Figure 1. Clock distribution (run 1).
The bar under the picture is 50 um long.
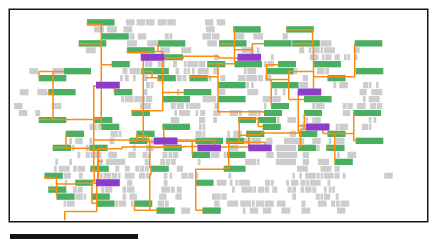
Figure 2. Clock wiring as the flow saved it (run 1).
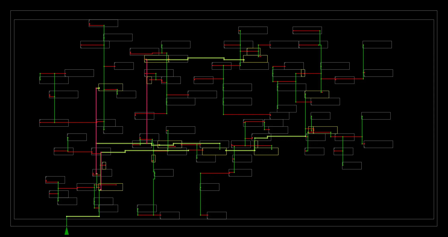
Figure 3. Gate-type map (run 1).
The bar under the picture is 50 um long.
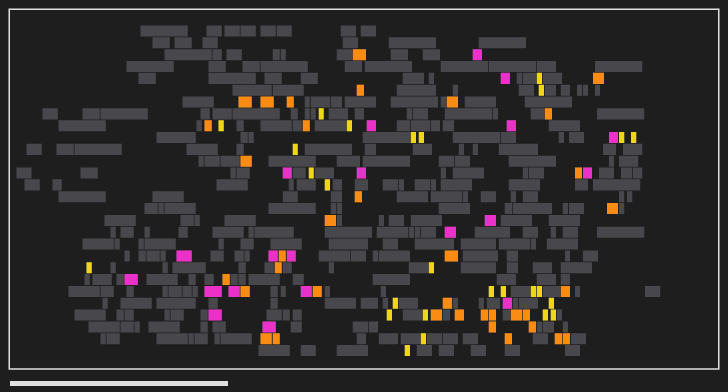
Design display_bcd_scanner, sky130hd; sources not shown.
==> out/results.ini, run 1 <==
[run_status]
status=complete, no violations

[synthesis]
yosysCellCount=378
syn_area_per_cell_um2=10.2
synthesis.nets=418
top_area_cell=dfxtp_1
async_reset_ff_share_pct=0
yosys_area_mm2=0.00387
synth.area.top_cells=dfxtp_1 (23%), edfxtp_1 (23%), ha_1 (7.8%)
netlist-cell-type-count=48
yosys_warnings=0
synthFlopType=dfxtp_1
syn_area_mm2=0.00387
ys_ff=75
postSynthSeqShare_pct=46.5
yosysTopAreaCellShare_pct=23.3
enable_flop_cells=30
synthCells=378

[finish]
diodes=0
stdcell_area_mm2=0.00461
nets=448
area_growth_syn_to_layout_pct=18.9
drive_above_1_share_pct=10.4
largest_reg_flops=19
final_core_util_pct=37.8
layout_top_cells=nor2_1 (49), dfxtp_1 (44), edfxtp_1 (30), clkdlybuf4s50_1 (27), inv_1 (26)

[floorplanning]
die_x_um=163
fp_util_pct=31.8
coreArea_mm2=0.0122
die-area_mm2=0.0134
fp-row-count=28
ioPinCount=28
dieHeight_um=82.4

[clock_network]
cts_tree=built
clock-root-buffer=clkbuf_16
path_clk_slew_ns=0.05
holdBufCountCts=0
cts.path.max_buffers=2
post_cts_buffers=0
cts_max_level=3
post_cts_resized=1

[job]
warnings=41
max-cap-violations=0

[power_and_ir_drop]
power_density_mw_per_mm2=507
p_total_mw=2.33
irDropWorstVdd_v=0.000223
p_leak_nw=1.73

[sta]
fin_crit_ns=3.14
tns_ns=0
fmax_ghz=0.319
hold_viol_final=0
fin_ws_ns=0.173
whs_ns=0.472
worst_pin_slew_ns=0.543
finalSetupViolCount=0
drv_slew=0
period_used_pct=94.8
rsz0062_at_grt=false
slew_headroom_pct=63.8

[detailed_routing]
vias=2695
first_pass_iters=4
drt_iter0_drc=84
drc=0
viasPerCell=4.66
wirelength_mm=7.23
drtAntennaViolNets=0
wire_per_inst_um=12.5

[grt]
antenna_found_initial=0
gr-usage-all-layers_pct=11.9
grt-ovfl-total=0
grt_pass1_wl_mm=12.3
grt_pass1_vias=2548
grt_max_degree=39

[critical_path]
cp-end-kind=output pin
cp.arrival_ns=2.64
r2r_cells=5
path_max_fanout=8
critPathRequiredTime_ns=2.81
crit_type=reg2out
r2r_slack_ns=1.40
startpoint_type=flip-flop

[placement]
numPortBuffers=27
globalplace.congestion=0.749
pre_cts_ws_ns=0.298
hpwl_mm=5.01
placedInstanceArea_mm2=0.00432
dp.cells=560

[min_path]
hold_depth=1
hold_path.class=reg2reg

## Picture notes: Figure 1
[purple] clock drivers | count: 9
[orange] clock wires | length: 1040 um
[green] flip-flops | count: 75
routed clock nets	10
flops lie	spread over the die
clock power share: 37.4%
clk latency late pin: 0.33 ns
Worst Clk Skew: 0.00810 ns
clk pwr: 872 uW

## Picture notes: Figure 2
clock buffer count from CTS: 9
number of clock sinks: 75
layout clock buffer count: 12
num sequential: 75

## Picture notes: Figure 3
color	family	cells	most used
yellow	inverters	26	inv_1
magenta	AND and OR gates	20	and2_1
orange	inverting AOI/OAI gates	36	o21ai_0
logic share of the area: 41.8%
Post-Layout Cell Count: 578
Commonest Layout Cell: nor2_1

run 1: kinds of logic after synthesis:
kind of cell    Yosys count  share of synthesized area, %
flops                    75                          46.5
simple gates            134                          17.3
buf+inv                  39                          3.84
xor+xnor                 22                          4.97
compound gates           46                          7.98
fa+ha+maj                24                          7.75
mux                      38                          11.6
run 1: final cells by class:
cell class	count	area, um2
Clock buffer	12	246
Clock inverter	4	17.5
Fill cell	1248	7580
Inverter	26	97.6
Multi-Input combinational cell	264	1930
Sequential cell	75	1810
Tap cell	165	206
Timing Repair Buffer	32	308
run 1: worst max-delay path: stages, from the launching register on:
cell and delay [ns]:
dfxtp_4 0.41, mux4_2 0.58, inv_1 0.15, ha_1 0.18, inv_1 0.04, mux2_2 0.25, o22ai_1 0.12, nand2_1 0.07
clkdlybuf4s50_1 0.50
run 1: synthesized netlist by cell type, drive strengths merged (4+ instances only):
cell    count
a21boi      4
a21o        4
a21oi       8
a31oi       4
and2        6
and3        4
buf         4
clkbuf      9
dfxtp      45
edfxtp     30
ha         24
inv        26
mux2       15
mux2i      19
mux4        4
nand2      23
nand2b      9
nand3      15
nand4       7
nor2       49
nor3        4
o211a       4
o21ai      11
or4         4
xnor2      14
xor2        8
run 1: where the power goes:
part | internal [mW] | switching [mW] | total, mW
Sequential | 1.08 | 0.0718 | 1.15
Combinational | 0.153 | 0.160 | 0.314
Clock | 0.520 | 0.352 | 0.872
Total | 1.75 | 0.585 | 2.33
run 1: layer usage:
layer / GRT usage [%] / share of wire [%] / vias to the layer above / wire length, um
li1: - / - / 1389 / -
met1: 15.1 / 51 / 1266 / 3700
met2: 18.9 / 44 / 33 / 3210
met3: 3.70 / 3.3 / 7 / 240
met4: 4.77 / 1.1 / 0 / 78
met5: 0 / 0 / - / 0
Figure 4. Placed cells, one color a class (run 1).
The bar under the picture is 50 um long.
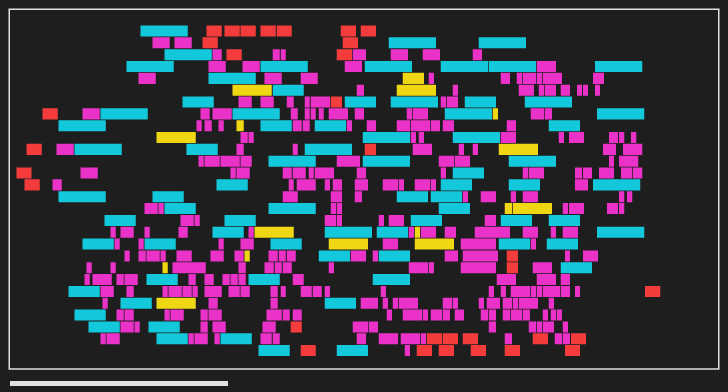

==> run 1 -> run 2 <==
--- a/config.mk
+++ b/config.mk
@@ -7,9 +7,9 @@
 export LEC_CHECK = 0
 export CAP_MARGIN = 10
 export CORE_ASPECT_RATIO = 0.5
-export CORE_UTILIZATION = 30
+export CORE_UTILIZATION = 63
 export DETAILED_ROUTE_END_ITERATION = 8
-export PLACE_DENSITY = 0.49
+export PLACE_DENSITY = 0.88
 export SLEW_MARGIN = 40
 export SYNTH_ARGS = -nofsm -noshare
 export SYNTH_HDL_FRONTEND = slang
Figure 5. Placed cells, one color a class (run 2).
The bar under the picture is 20 um long.
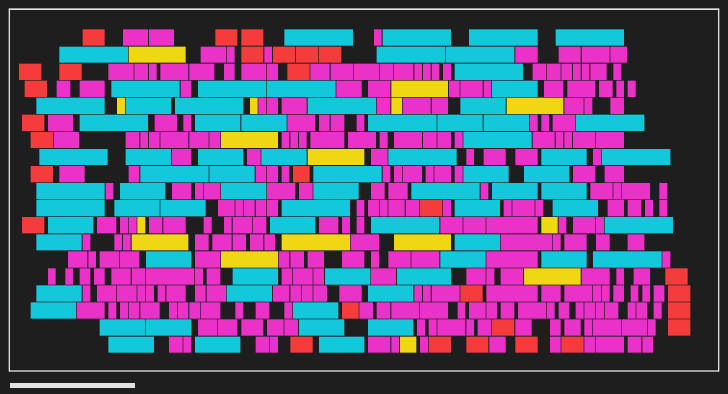
color	class	cells	share of their area
cyan	flops	75	41%
yellow	clock drivers and dummy loads	16	6.5%
magenta	combinational and other logic	290	46%
red	other buffers and delay cells	29	6.5%
Core ar.: 0.00571 mm2
sequential cell area share: 40.2%
Core Util, Final: 78.7%
row count: 19

Figure 6. Gate-type map (run 2).
The bar under the picture is 20 um long.
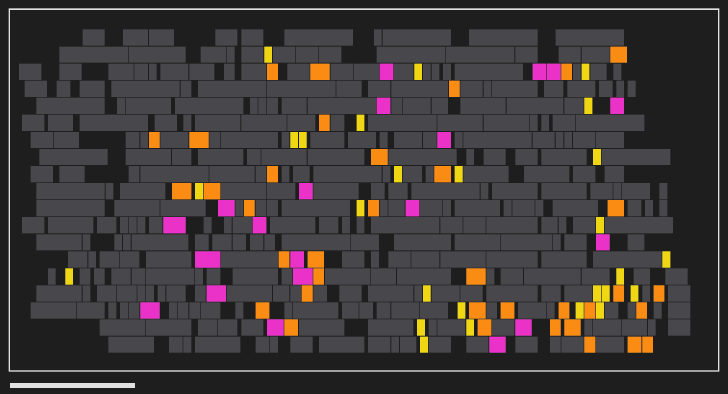
color	family	cells	most used
magenta	AND and OR gates	20	and2_1
orange	inverting AOI/OAI gates	36	o21ai_0
yellow	inverters	26	inv_1
Post-Layout Cell Count: 483
logic share of the area: 42.9%

==> run 2 against run 1 <==
- hold slack got worse by 0.0050 ns
- sequential share of layout area increased by 1.0 points
- setup slack got worse by 0.028 ns
- via count increased by 5.7%
- largest cell class unchanged
==> out/results.ini, run 2 <==
[floorplanning]
dieHeight_um=57.4  ; -30%
ioPinCount=28  ; unchanged
die-area_mm2=0.00649  ; -52%
fp_util_pct=67.9  ; +36 points
die_x_um=113  ; -31%

[finish]
stdcell_area_mm2=0.00449  ; -2.5%
nets=445  ; -0.67%
drive_above_1_share_pct=10.2  ; -0.17 points
largest_reg_flops=19  ; unchanged
layout_top_cells=nor2_1 (49), dfxtp_1 (44), edfxtp_1 (30), clkdlybuf4s50_1 (27), inv_1 (25)
final_common_cell=nor2_1
diodes=0  ; unchanged
area_growth_syn_to_layout_pct=16.0

[grt]
antenna_found_initial=0  ; unchanged
gr-usage-all-layers_pct=26.7  ; +15 points
grt-ovfl-total=0  ; unchanged
grt_pass1_vias=2886  ; +13%
grt_max_degree=39  ; unchanged
grt_pass1_wl_mm=13.3  ; +8.3%

[sta]
finalSetupViolCount=0  ; unchanged
worst_pin_slew_ns=0.669  ; +0.126 ns
fin_ws_ns=0.145  ; -0.0283 ns
whs_ns=0.467  ; -0.00502 ns
fmax_ghz=0.316  ; -0.89%
drv_slew=0  ; unchanged
fin_crit_ns=3.16  ; +0.0283 ns
hold_viol_final=0  ; unchanged
fin_skew_ns=0.00644  ; -0.00166 ns
tns_ns=0  ; unchanged
period_used_pct=95.6  ; +0.85 points
slew_headroom_pct=55.3  ; -8.5 points

[power_and_ir_drop]
p_int_mw=1.81  ; +3.4%
p_sw_share_pct=25.3  ; +0.24 points
p_switching_uw=612  ; +4.7%
comb_power_share_pct=13.5  ; about the same
clkPwrFrac_pct=39.0  ; +1.6 points
irDropWorstVdd_v=0.000350  ; +57%
power_density_mw_per_mm2=539  ; +6.4%
p_leak_nw=1.72  ; -0.80%
p_seq_share_pct=47.6  ; -1.6 points
p_total_mw=2.42  ; +3.7%

[synthesis]
postSynthSeqShare_pct=46.5  ; unchanged
yosys_warnings=0  ; unchanged
yosysCellCount=378  ; unchanged
common_cells=nor2_1 (49), dfxtp_1 (45), edfxtp_1 (30)
synthesis.nets=418  ; unchanged
enable_flop_cells=30  ; unchanged
synth.area.top_cells=dfxtp_1 (23%), edfxtp_1 (23%), ha_1 (7.8%)
ys_ff=75  ; unchanged
async_reset_ff_share_pct=0  ; unchanged
yosys_area_mm2=0.00387  ; unchanged
syn_area_mm2=0.00387  ; unchanged
yosysTopAreaCellShare_pct=23.3  ; unchanged
top_cell=nor2_1
synthCells=378  ; unchanged
synthFlopType=dfxtp_1
netlist-cell-type-count=48  ; unchanged
syn_area_per_cell_um2=10.2  ; unchanged
top_area_cell=dfxtp_1

[clock_network]
insertion_delay_ns=0.34  ; about the same
cts.sinks=75  ; unchanged
path_clk_slew_ns=0.05  ; about the same
clock-root-buffer=clkbuf_16
cts_buffers=9  ; unchanged
cts_max_level=3  ; unchanged
holdBufCountCts=0  ; unchanged
cts.path.max_buffers=2  ; unchanged
cts_tree=built

[detailed_routing]
first_pass_iters=4  ; unchanged
wire_per_inst_um=16.2  ; +30%
wirelength_mm=7.84  ; +8.5%
drt_iter0_drc=150  ; +79%
viasPerCell=5.90  ; +27%
drtAntennaViolNets=0  ; unchanged
drc=0  ; unchanged
vias=2849  ; +5.7%

[critical_path]
crit_family=multiplexers
critPathRequiredTime_ns=2.81  ; about the same
cp_num_buf_inv=3  ; unchanged
cp_cell_sequence=mux4_2 > inv_1 > ha_1 > inv_1 > mux2_2 > o22ai_1 > nand2_1 > clkdlybuf4s50_1
cpMostUsedCell=inv_1
r2r_cells=5  ; unchanged
crit_type=reg2out
cp.arrival_ns=2.67  ; +0.03 ns
r2r_slack_ns=1.37  ; -0.03 ns
slowest_delay_ns=0.59  ; about the same
path_max_fanout=8  ; unchanged
slowest_stage=mux4_2
startpoint_type=flip-flop
cp-end-kind=output pin
cp_num_cells=8  ; unchanged

[placement]
hpwl_mm=5.07  ; +1.0%
placedInstanceArea_mm2=0.00420  ; -2.8%
globalplace.congestion=0.828  ; +11%
numPortBuffers=27  ; unchanged
pre_cts_ws_ns=0.312  ; +0.0143 ns

[run_status]
status=complete, no violations

[min_path]
hold_depth=1  ; unchanged
hold_path.class=reg2reg

[job]
warnings=41  ; unchanged
max-cap-violations=0  ; unchanged

-- run 2: power by group through the flow --
stage / Clock, mW / Combinational (mW) / Sequential [mW]
6_report: 0.944 / 0.326 / 1.15
5_1_grt: 0.989 / 0.366 / 1.16
2_1_floorplan: 0 / 0.244 / 1.14
4_1_cts: 0.947 / 0.326 / 1.15
3_5_place_dp: 0 / 0.318 / 1.17
3_3_place_gp: 0 / 0.289 / 1.16
-- run 2: metal layers --
layer | GRT usage [%] | vias up | share of wire, %
li1 | - | 1382 | -
met1 | 31.1 | 1355 | 43
met2 | 48.4 | 91 | 50
met3 | 7.97 | 21 | 4.7
met4 | 8.08 | 0 | 2.0
met5 | 0 | - | 0
-- run 2: through the flow --
stage	cells	util [%]
detailed placement	467	73.6
floorplan	378	-
finish	483	78.7
global placement	467	73.6
CTS	483	78.7
global route	483	78.7
-- run 2: area by class of cell --
type                    count  area, um2
multi-input cells         264       1930
flip-flops and latches     75       1810
fillers                   348       1210
repair buffers             29        285
clock buffers              11        233
inverters                  26       97.6
well taps                  73       91.3
clock inverters             5       53.8
-- run 2: repair_timing --
item / 4_1_cts / 5_1_grt
buffers inserted: 0 / 0
gates resized: 1 / 1
setup endpoints to repair: 1 / 1
-- run 2: worst reg2reg max path, delay by kind of cell (launching register included) --
| kind | cells | cell delay [ns] |
|---|---|---|
| compound gates | 1 | 0.54 |
| fa+ha+maj | 1 | 0.24 |
| simple gates | 3 | 0.66 |
| flops | 1 | 0.37 |
-- run 2: cells by family after synthesis --
group	Yosys count	synth area share, %
DFF	75	46.5
adders and majority gates	24	7.75
muxes	38	11.6
buffers and inverters	39	3.84
AOI/OAI and AO/OA	46	7.98
and+or+nand+nor	134	17.3
xor gates and xnor gates	22	4.97
Power is estimated from default activity; no workload was simulated.
